<file path="src/rtl/page_table_walker_pkg.sv">
// rtl/page_table_walker_pkg.sv - shared PTE layout, walker states and fault codes
package page_table_walker_pkg;

    // Flag bit positions inside a 32-bit PTE
    localparam int PTE_V_BIT = 0;
    localparam int PTE_R_BIT = 1;
    localparam int PTE_W_BIT = 2;
    localparam int PTE_X_BIT = 3;

    // Fault codes, also consumed by the TLB and the fault handler
    localparam logic [1:0] FAULT_NONE       = 2'd0;
    localparam logic [1:0] FAULT_INVALID    = 2'd1;
    localparam logic [1:0] FAULT_MISALIGNED = 2'd2;
    localparam logic [1:0] FAULT_NONLEAF    = 2'd3;

    typedef struct packed {
        logic [19:0] ppn;
        logic [7:0]  rsvd;
        logic        x;
        logic        w;
        logic        r;
        logic        v;
    } pte_t;

    typedef enum logic [2:0] {
        ST_IDLE,
        ST_L1_REQ,
        ST_L1_WAIT,
        ST_L0_REQ,
        ST_L0_WAIT,
        ST_DONE,
        ST_FAULT,
        ST_DRAIN
    } walk_state_e;

endpackage

</file>
<file path="src/rtl/page_table_walker_if.sv">
// rtl/page_table_walker_if.sv - miss, PTE memory and TLB-fill signal bundle
interface page_table_walker_if;
    logic        miss_valid;
    logic [31:0] miss_vaddr;
    logic        miss_ready;
    logic        mem_req_valid;
    logic        mem_req_ready;
    logic [31:0] mem_req_addr;
    logic        mem_resp_valid;
    logic [31:0] mem_resp_data;
    logic        upd_valid;
    logic [31:0] upd_vaddr;
    logic [31:0] upd_paddr;
    logic        fault_valid;
    logic [1:0]  fault_code;

    modport master (
        input  miss_valid, miss_vaddr, mem_req_ready, mem_resp_valid, mem_resp_data,
        output miss_ready, mem_req_valid, mem_req_addr,
        output upd_valid, upd_vaddr, upd_paddr, fault_valid, fault_code
    );

    modport slave (
        output miss_valid, miss_vaddr, mem_req_ready, mem_resp_valid, mem_resp_data,
        input  miss_ready, mem_req_valid, mem_req_addr,
        input  upd_valid, upd_vaddr, upd_paddr, fault_valid, fault_code
    );
endinterface

</file>
<file path="src/rtl/page_table_walker_pte_check.sv">
// rtl/page_table_walker_pte_check.sv - PTE decode: leaf, fault classification, next PPN
module page_table_walker_pte_check
    import page_table_walker_pkg::*;
(
    input  pte_t        pte_i,
    input  logic        level1_i,
    input  logic [9:0]  vpn0_i,
    output logic        leaf_o,
    output logic        fault_o,
    output logic [1:0]  fault_code_o,
    output logic [19:0] next_ppn_o
);

    logic leaf;
    logic invalid;
    logic unused_rsvd;

    assign unused_rsvd = ^pte_i.rsvd;

    // Classify the PTE; a superpage leaf splices VPN0 into the low PPN bits
    always_comb begin
        leaf         = pte_i[PTE_R_BIT] | pte_i[PTE_W_BIT] | pte_i[PTE_X_BIT];
        invalid      = !pte_i[PTE_V_BIT] || (pte_i[PTE_W_BIT] && !pte_i[PTE_R_BIT]);
        leaf_o       = leaf;
        fault_o      = 1'b0;
        fault_code_o = FAULT_NONE;
        next_ppn_o   = pte_i.ppn;
        if (invalid) begin
            fault_o      = 1'b1;
            fault_code_o = FAULT_INVALID;
        end else if (level1_i && leaf && (pte_i.ppn[9:0] != 10'd0)) begin
            fault_o      = 1'b1;
            fault_code_o = FAULT_MISALIGNED;
        end else if (!level1_i && !leaf) begin
            fault_o      = 1'b1;
            fault_code_o = FAULT_NONLEAF;
        end
        if (level1_i && leaf) begin
            next_ppn_o = {pte_i.ppn[19:10], vpn0_i};
        end
    end

endmodule

</file>
<file path="src/rtl/page_table_walker.sv">
// rtl/page_table_walker.sv - two-level page-table walker producing TLB fills and faults
module page_table_walker
    import page_table_walker_pkg::*;
#(
    parameter int PTBR_W = 20,
    parameter int CNT_W  = 16
) (
    input  logic                clk,
    input  logic                reset,
    input  logic [PTBR_W-1:0]   ptbr_i,
    input  logic                abort_i,
    page_table_walker_if.master bus,
    output logic [CNT_W-1:0]    walk_count_o,
    output logic [CNT_W-1:0]    fault_count_o
);

    walk_state_e       state_q, state_d;
    logic [31:0]       vaddr_q, vaddr_d;
    logic [PTBR_W-1:0] ptbr_q, ptbr_d;
    logic [19:0]       ppn1_q, ppn1_d;
    logic [31:0]       upd_vaddr_q, upd_vaddr_d;
    logic [31:0]       upd_paddr_q, upd_paddr_d;
    logic [1:0]        fault_code_q, fault_code_d;
    logic [CNT_W-1:0]  walk_cnt_q, walk_cnt_d;
    logic [CNT_W-1:0]  fault_cnt_q, fault_cnt_d;

    logic        miss_ready, req_valid, upd_valid, fault_valid;
    logic [31:0] req_addr, l1_addr, l0_addr;
    logic        chk_leaf, chk_fault;
    logic [1:0]  chk_code;
    logic [19:0] chk_ppn;

    assign l1_addr = 32'({ptbr_q, vaddr_q[31:22], 2'b00});
    assign l0_addr = {ppn1_q, vaddr_q[21:12], 2'b00};

    page_table_walker_pte_check u_pte_check (
        .pte_i        (pte_t'(bus.mem_resp_data)),
        .level1_i     (state_q == ST_L1_WAIT),
        .vpn0_i       (vaddr_q[21:12]),
        .leaf_o       (chk_leaf),
        .fault_o      (chk_fault),
        .fault_code_o (chk_code),
        .next_ppn_o   (chk_ppn)
    );

    // Walk FSM: next state, latched walk context, result registers and strobes
    always_comb begin
        state_d      = state_q;
        vaddr_d      = vaddr_q;
        ptbr_d       = ptbr_q;
        ppn1_d       = ppn1_q;
        upd_vaddr_d  = upd_vaddr_q;
        upd_paddr_d  = upd_paddr_q;
        fault_code_d = fault_code_q;
        walk_cnt_d   = walk_cnt_q;
        fault_cnt_d  = fault_cnt_q;
        miss_ready   = 1'b0;
        req_valid    = 1'b0;
        req_addr     = 32'h0;
        upd_valid    = 1'b0;
        fault_valid  = 1'b0;
        case (state_q)
            ST_IDLE: begin
                miss_ready = 1'b1;
                if (bus.miss_valid) begin
                    vaddr_d = bus.miss_vaddr;
                    ptbr_d  = ptbr_i;
                    state_d = ST_L1_REQ;
                end
            end
            ST_L1_REQ, ST_L0_REQ: begin
                // An abort suppresses the request, so nothing is outstanding
                if (abort_i) begin
                    state_d = ST_IDLE;
                end else begin
                    req_valid = 1'b1;
                    req_addr  = (state_q == ST_L1_REQ) ? l1_addr : l0_addr;
                    if (bus.mem_req_ready) begin
                        state_d = (state_q == ST_L1_REQ) ? ST_L1_WAIT : ST_L0_WAIT;
                    end
                end
            end
            ST_L1_WAIT, ST_L0_WAIT: begin
                // A response arriving with the abort is already consumed
                if (abort_i) begin
                    state_d = bus.mem_resp_valid ? ST_IDLE : ST_DRAIN;
                end else if (bus.mem_resp_valid) begin
                    if (chk_fault) begin
                        fault_code_d = chk_code;
                        state_d      = ST_FAULT;
                    end else if (chk_leaf) begin
                        upd_vaddr_d = vaddr_q;
                        upd_paddr_d = {chk_ppn, 12'h000};
                        state_d     = ST_DONE;
                    end else begin
                        ppn1_d  = chk_ppn;
                        state_d = ST_L0_REQ;
                    end
                end
            end
            ST_DONE: begin
                upd_valid = 1'b1;
                if (walk_cnt_q != '1) walk_cnt_d = walk_cnt_q + CNT_W'(1);
                state_d = ST_IDLE;
            end
            ST_FAULT: begin
                fault_valid = 1'b1;
                if (fault_cnt_q != '1) fault_cnt_d = fault_cnt_q + CNT_W'(1);
                state_d = ST_IDLE;
            end
            ST_DRAIN: begin
                if (bus.mem_resp_valid) state_d = ST_IDLE;
            end
            default: state_d = ST_IDLE;
        endcase
    end

    // State and result registers with synchronous reset
    always_ff @(posedge clk) begin
        if (reset) begin
            state_q      <= ST_IDLE;
            vaddr_q      <= '0;
            ptbr_q       <= '0;
            ppn1_q       <= '0;
            upd_vaddr_q  <= '0;
            upd_paddr_q  <= '0;
            fault_code_q <= FAULT_NONE;
            walk_cnt_q   <= '0;
            fault_cnt_q  <= '0;
        end else begin
            state_q      <= state_d;
            vaddr_q      <= vaddr_d;
            ptbr_q       <= ptbr_d;
            ppn1_q       <= ppn1_d;
            upd_vaddr_q  <= upd_vaddr_d;
            upd_paddr_q  <= upd_paddr_d;
            fault_code_q <= fault_code_d;
            walk_cnt_q   <= walk_cnt_d;
            fault_cnt_q  <= fault_cnt_d;
        end
    end

    assign bus.miss_ready    = miss_ready;
    assign bus.mem_req_valid = req_valid;
    assign bus.mem_req_addr  = req_addr;
    assign bus.upd_valid     = upd_valid;
    assign bus.upd_vaddr     = upd_vaddr_q;
    assign bus.upd_paddr     = upd_paddr_q;
    assign bus.fault_valid   = fault_valid;
    assign bus.fault_code    = fault_code_q;
    assign walk_count_o      = walk_cnt_q;
    assign fault_count_o     = fault_cnt_q;

endmodule

</file>
<file path="src/flat_wrapper.sv">
// flat-port wrapper written by rule: the top's interface ports become plain ports
module page_table_walker_flat import page_table_walker_pkg::*;
#(
    parameter int PTBR_W = 20,
    parameter int CNT_W  = 16
)
  (clk, reset, ptbr_i, abort_i, walk_count_o, fault_count_o, bus_miss_valid, bus_miss_vaddr, bus_mem_req_ready, bus_mem_resp_valid, bus_mem_resp_data, bus_miss_ready, bus_mem_req_valid, bus_mem_req_addr, bus_upd_valid, bus_upd_vaddr, bus_upd_paddr, bus_fault_valid, bus_fault_code);
  page_table_walker_if bus_i ();
  input  logic clk;
  input  logic reset;
  input  logic [PTBR_W-1:0] ptbr_i;
  input  logic abort_i;
  output logic [CNT_W-1:0] walk_count_o;
  output logic [CNT_W-1:0] fault_count_o;
  input wire logic [$bits(bus_i.miss_valid)-1:0] bus_miss_valid;
  input wire logic [$bits(bus_i.miss_vaddr)-1:0] bus_miss_vaddr;
  input wire logic [$bits(bus_i.mem_req_ready)-1:0] bus_mem_req_ready;
  input wire logic [$bits(bus_i.mem_resp_valid)-1:0] bus_mem_resp_valid;
  input wire logic [$bits(bus_i.mem_resp_data)-1:0] bus_mem_resp_data;
  output wire logic [$bits(bus_i.miss_ready)-1:0] bus_miss_ready;
  output wire logic [$bits(bus_i.mem_req_valid)-1:0] bus_mem_req_valid;
  output wire logic [$bits(bus_i.mem_req_addr)-1:0] bus_mem_req_addr;
  output wire logic [$bits(bus_i.upd_valid)-1:0] bus_upd_valid;
  output wire logic [$bits(bus_i.upd_vaddr)-1:0] bus_upd_vaddr;
  output wire logic [$bits(bus_i.upd_paddr)-1:0] bus_upd_paddr;
  output wire logic [$bits(bus_i.fault_valid)-1:0] bus_fault_valid;
  output wire logic [$bits(bus_i.fault_code)-1:0] bus_fault_code;
  assign bus_i.miss_valid = bus_miss_valid;
  assign bus_i.miss_vaddr = bus_miss_vaddr;
  assign bus_i.mem_req_ready = bus_mem_req_ready;
  assign bus_i.mem_resp_valid = bus_mem_resp_valid;
  assign bus_i.mem_resp_data = bus_mem_resp_data;
  assign bus_miss_ready = bus_i.miss_ready;
  assign bus_mem_req_valid = bus_i.mem_req_valid;
  assign bus_mem_req_addr = bus_i.mem_req_addr;
  assign bus_upd_valid = bus_i.upd_valid;
  assign bus_upd_vaddr = bus_i.upd_vaddr;
  assign bus_upd_paddr = bus_i.upd_paddr;
  assign bus_fault_valid = bus_i.fault_valid;
  assign bus_fault_code = bus_i.fault_code;
  page_table_walker #(.PTBR_W(PTBR_W), .CNT_W(CNT_W)) u_core (.clk(clk), .reset(reset), .ptbr_i(ptbr_i), .abort_i(abort_i), .bus(bus_i), .walk_count_o(walk_count_o), .fault_count_o(fault_count_o));
endmodule
</file>
<file path="config.mk">
export PLATFORM = sky130hd
export DESIGN_NAME = page_table_walker_flat
export DESIGN_NICKNAME = d
export VERILOG_FILES = /design/src/rtl/page_table_walker_pkg.sv /design/src/rtl/page_table_walker_if.sv /design/src/rtl/page_table_walker_pte_check.sv /design/src/rtl/page_table_walker.sv /design/src/flat_wrapper.sv
export SDC_FILE = /design/constraint.sdc
export NUM_CORES = 1
export LEC_CHECK = 0
export ABC_AREA = 0
export CORE_UTILIZATION = 48
export CTS_BUF_LIST = sky130_fd_sc_hd__clkbuf_4
export CTS_CLUSTER_DIAMETER = 40
export DETAILED_ROUTE_END_ITERATION = 10
export PLACE_DENSITY = 0.83
export SYNTH_ARGS = -nofsm -noshare
export SYNTH_HDL_FRONTEND = slang
export SYNTH_SLANG_ARGS = --single-unit
export TNS_END_PERCENT = 30
</file>
<file path="constraint.sdc">
create_clock -name clk -period 2.8 [get_ports clk]
set_input_delay 0.84 -clock clk [delete_from_list [all_inputs] [get_ports clk]]
set_output_delay 0.84 -clock clk [all_outputs]
set_load 0.005 [all_outputs]
</file>
Figure 1. The metal 3 layer.
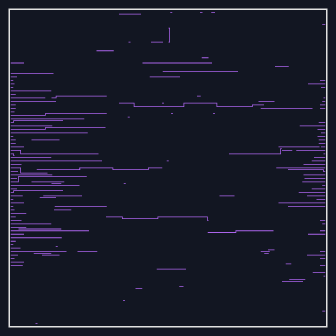
longest straight run: 35.2 µm
wire length on this layer: 1,340 µm
nets with wire on the layer: 136
share of all routed wire: 6.9%
main direction: horizontal

Figure 2. Port wiring.
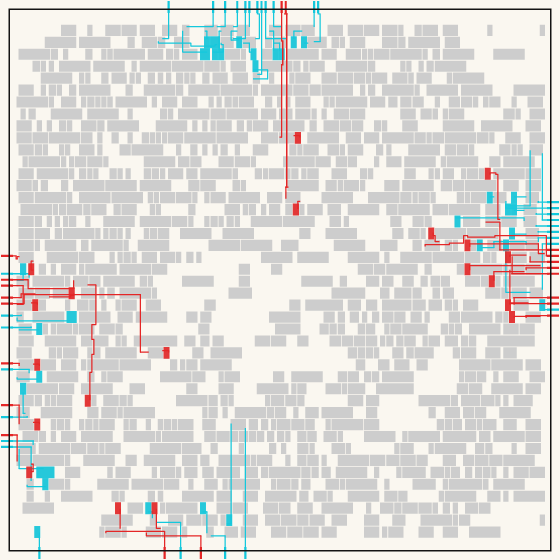
| port | colour | bits | direction | edge | end cells | buffers | wire |
|---|---|---|---|---|---|---|---|
| `bus_mem_req_addr` | cyan | 32 | output | 12 top, 9 right, 7 left, 4 bottom | 32 | 30 | 447 µm |
| `ptbr_i` | red | 20 | input | 8 left, 8 right, 2 top, 2 bottom | 20 | 20 | 453 µm |

Figure 3. Register map, names as in the netlist.
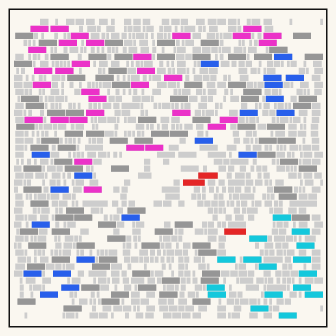
| name in the netlist | colour | placed flops |
|---|---|---|
| `u_core.ppn1_q` | blue | 20 |
| `u_core.walk_count_o` | cyan | 16 |
| `u_core.bus.upd_vaddr` | magenta | 32 |
| `u_core.state_q` | red | 3 |
Finished Core Util: 69.4%
sequential cell power: 2.40 mW
flop share of the area: 33.0%
storage element area: 0.00323 mm²

Figure 4. Signal metal coverage by tile.
The die is cut into 25 by 25 equal tiles; black is low, pale yellow is high, scaled to the fullest tile. Values are wire area over tile area, all layers added.
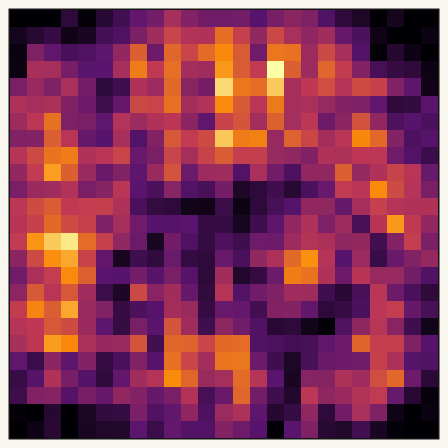
nearly empty tiles: 3.7%
tiles over half the peak: 22%
fullest tile: 0.58
via count: 6,663
DRT Wirelength: 19,400 µm

Figure 5. Cell outlines without signal wires.
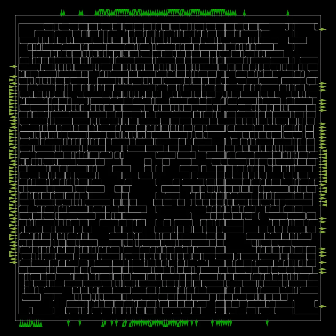
non-filler cells, final: 1,270
row count: 43

==> results.toml <==
# yosys + openroad results
[status]
status = "completed"

[floorplanning]
fp.dieW_um = 123
fp.dieH_um = 123
chipArea_mm2 = 0.0151
ioPinCount = 224
coreArea_mm2 = 0.0141
fp_util_pct = 49.8

[setup_path]
critPathMaxFanout = 6
worst_setup_path_end_kind = "output pin"
startpoint_type = "input port"
cp_slowest_cell = "clkdlybuf4s15_2"
critPathMaxStageDelay_ns = 0.20
crit_buf_inv = 5
crit_path_cell_trace = "buf_2, nor2_4, nand2_8, buf_4, buf_8, buf_4, nor2_4, clkdlybuf4s15_2"
critPathKind = "in2out"
arrival_ns = 1.91
cpLargestDelayFamily = "buffers and inverters"
crit_required_ns = 1.96

[timing]
rsz0062_at_grt = "yes"
relSlewSlack_pct = 57.2
finalCritPeriodShare_pct = 98.4
setup_slack_ns = 0.0453
tns_ns = 0
min_period_ns = 2.75
finalClockSkew_ns = 0.0218
worstMarginPinSlew_ns = 0.636
final-max-slew-violation-count = 0
setup_viol = 0
whs_ns = 0.460
hold_viol = 0
max_clock_freq_ghz = 0.363

[placement]
dpl.hpwl_um = 13400
dp_cells = 1218
pre_cts_ws_ns = -0.552
place_area_mm2 = 0.00931
place_congestion = 0.850
port_buffers = 201

[synth]
edf_count = 0
logic_family = "simple AND/OR/NAND/NOR gates"
async_flop_share_pct = 0
numSynthFlops = 161
yosys.area_share.aoi_pct = 14.0
syn_area_per_cell_um2 = 8.16
xor_area_share_pct = 3.47
yosys_warnings = 0
ys_sh_simple_pct = 23.2
adder_share_pct = 0.356
netlist_instances = 861
ys_sh_mux_pct = 7.41
ys_types = 54
ys_cells = 861
netlist_area_mm2 = 0.00702
ff_type = "dfxtp_1"
postSynthSeqShare_pct = 45.9
ys_chip_area_mm2 = 0.00702

[final_layout]
drive_gt1_share_pct = 11.7
nNetsFinal = 1169
stdcell_area_mm2 = 0.00978
area_delta_synth_final_pct = 39.3

[global_route]
grt_usage_pct = 25.7
antenna_found_initial = 1
grt_overflow = 0
grt_max_degree = 62
grt_pass1_vias = 6111
grt_first_pass_wirelength_um = 30100

[clock_network]
hold_buffers = 0
cts_sinks = 161
cts_setup_buffers = 5
cts_buffers = 17
clk_pin_slew_ns = 0.13
ctsRootBufferMaster = "clkbuf_4"
htree_levels = 4
cts_tree = "yes"
ctsResizeCount = 77
clk_path_buf_depth = 2
clock_latency_ns = 0.54

[routing]
vias_per_cell = 5.25
first_pass_iters = 5
drc = 0
drtIter0Drc = 420
ant_nets = 0
wl_per_cell_um = 15.3

[pwr]
ir_drop_uv = 380
power.density_mw_per_mm2 = 433
power_leakage_nw = 3.50
total_power_mw = 4.24

[flow_run]
drv_cap = 0
warning_count = 36

[hold_path]
hp-class = "reg2reg"
## state kept, by name, indices dropped and copies added, names as in the netlist
name	count
u_core.bus.upd_vaddr	32
u_core.bus.fault_code	2
u_core.ppn1_q	20
u_core.walk_count_o	16
u_core.bus.upd_paddr	20
u_core.vaddr_q	32
u_core.ptbr_q	20
u_core.fault_count_o	16
u_core.state_q	3
## final timing paths
kind	start	to	slack, ns	depth (start not counted)
setup / recovery	abort_i	bus_mem_req_addr[28]	0.05	8
hold / removal	u_core.vaddr_q[4]	u_core.bus.upd_vaddr[4]	0.46	2
setup reg to reg	u_core.state_q[1]	u_core.ppn1_q[0]	0.63	9
hold reg to reg	u_core.vaddr_q[4]	u_core.bus.upd_vaddr[4]	0.46	2
## final cells by class
type                            count  area, µm²
Timing Repair Buffer              259       2540
Inverter                            6       22.5
Sequential cell                   161       3230
Antenna cell                        1       2.50
Tap cell                          180        225
Clock buffer                       19        143
Clock inverter                     12        110
Multi-Input combinational cell    632       3510
Fill cell                        1195       4310
## synthesized netlist by cell type (all sizes together), types with 2 or more instances
| cell | number | area, µm² |
|---|---|---|
| xnor2 | 15 | 131 |
| and2 | 4 | 25.0 |
| clkbuf | 34 | 128 |
| buf | 41 | 245 |
| a2111oi | 4 | 50.1 |
| nand4 | 11 | 83.8 |
| nand3 | 14 | 75.1 |
| xor2 | 12 | 113 |
| or4 | 3 | 22.5 |
| a211oi | 29 | 230 |
| nor3b | 2 | 31.3 |
| o211ai | 2 | 15.0 |
| or2 | 2 | 12.5 |
| o21ai | 11 | 55.1 |
| nand2 | 206 | 773 |
| and3 | 6 | 38.8 |
| nand3b | 2 | 15.0 |
| ha | 2 | 25.0 |
| dfxtp | 161 | 3220 |
| a21oi | 106 | 531 |
| mux2i | 52 | 521 |
| nor3 | 10 | 50.1 |
| inv | 6 | 22.5 |
| or3 | 3 | 20.0 |
| nor2 | 96 | 360 |
| nor2b | 4 | 25.0 |
| nor4 | 6 | 52.6 |
| and4 | 3 | 26.3 |
## layout by cell type (no fill, tap or decap), types with 10 or more instances in the layout
| cell | n |
|---|---|
| buf_4 | 44 |
| a211oi_1 | 28 |
| clkbuf_4 | 19 |
| clkdlybuf4s50_1 | 167 |
| nor2_1 | 90 |
| o21ai_0 | 11 |
| nand4_1 | 10 |
| nand3_1 | 13 |
| dlygate4sd2_1 | 20 |
| mux2i_1 | 52 |
| a21oi_1 | 106 |
| nand2_1 | 204 |
| conb_1 | 14 |
| dfxtp_1 | 158 |
| xor2_1 | 11 |
| xnor2_1 | 15 |
## per-layer routing
| layer | part of all wire [%] | global-route usage (%) |
|---|---|---|
| met4 | 1.8 | 8.00 |
| met1 | 42 | 30.9 |
| met5 | 0 | 0 |
| met3 | 6.9 | 8.16 |
| met2 | 49 | 43.6 |
## worst register-to-register path, delay by kind of cell, from the launching register on
family | cells | cell delay [ns]
flops | 1 | 0.40
xor+xnor | 1 | 0.21
buf+inv | 4 | 0.77
simple gates | 3 | 0.46
compound gates | 1 | 0.25
## report_power, final
group          leakage, nW  switching, mW  internal [mW]
registers             1.31         0.0530           2.35
clock network        0.130          0.834          0.462
logic                 2.06          0.271          0.267
Power figures rest on the tool's default switching activity, not on a simulated workload.
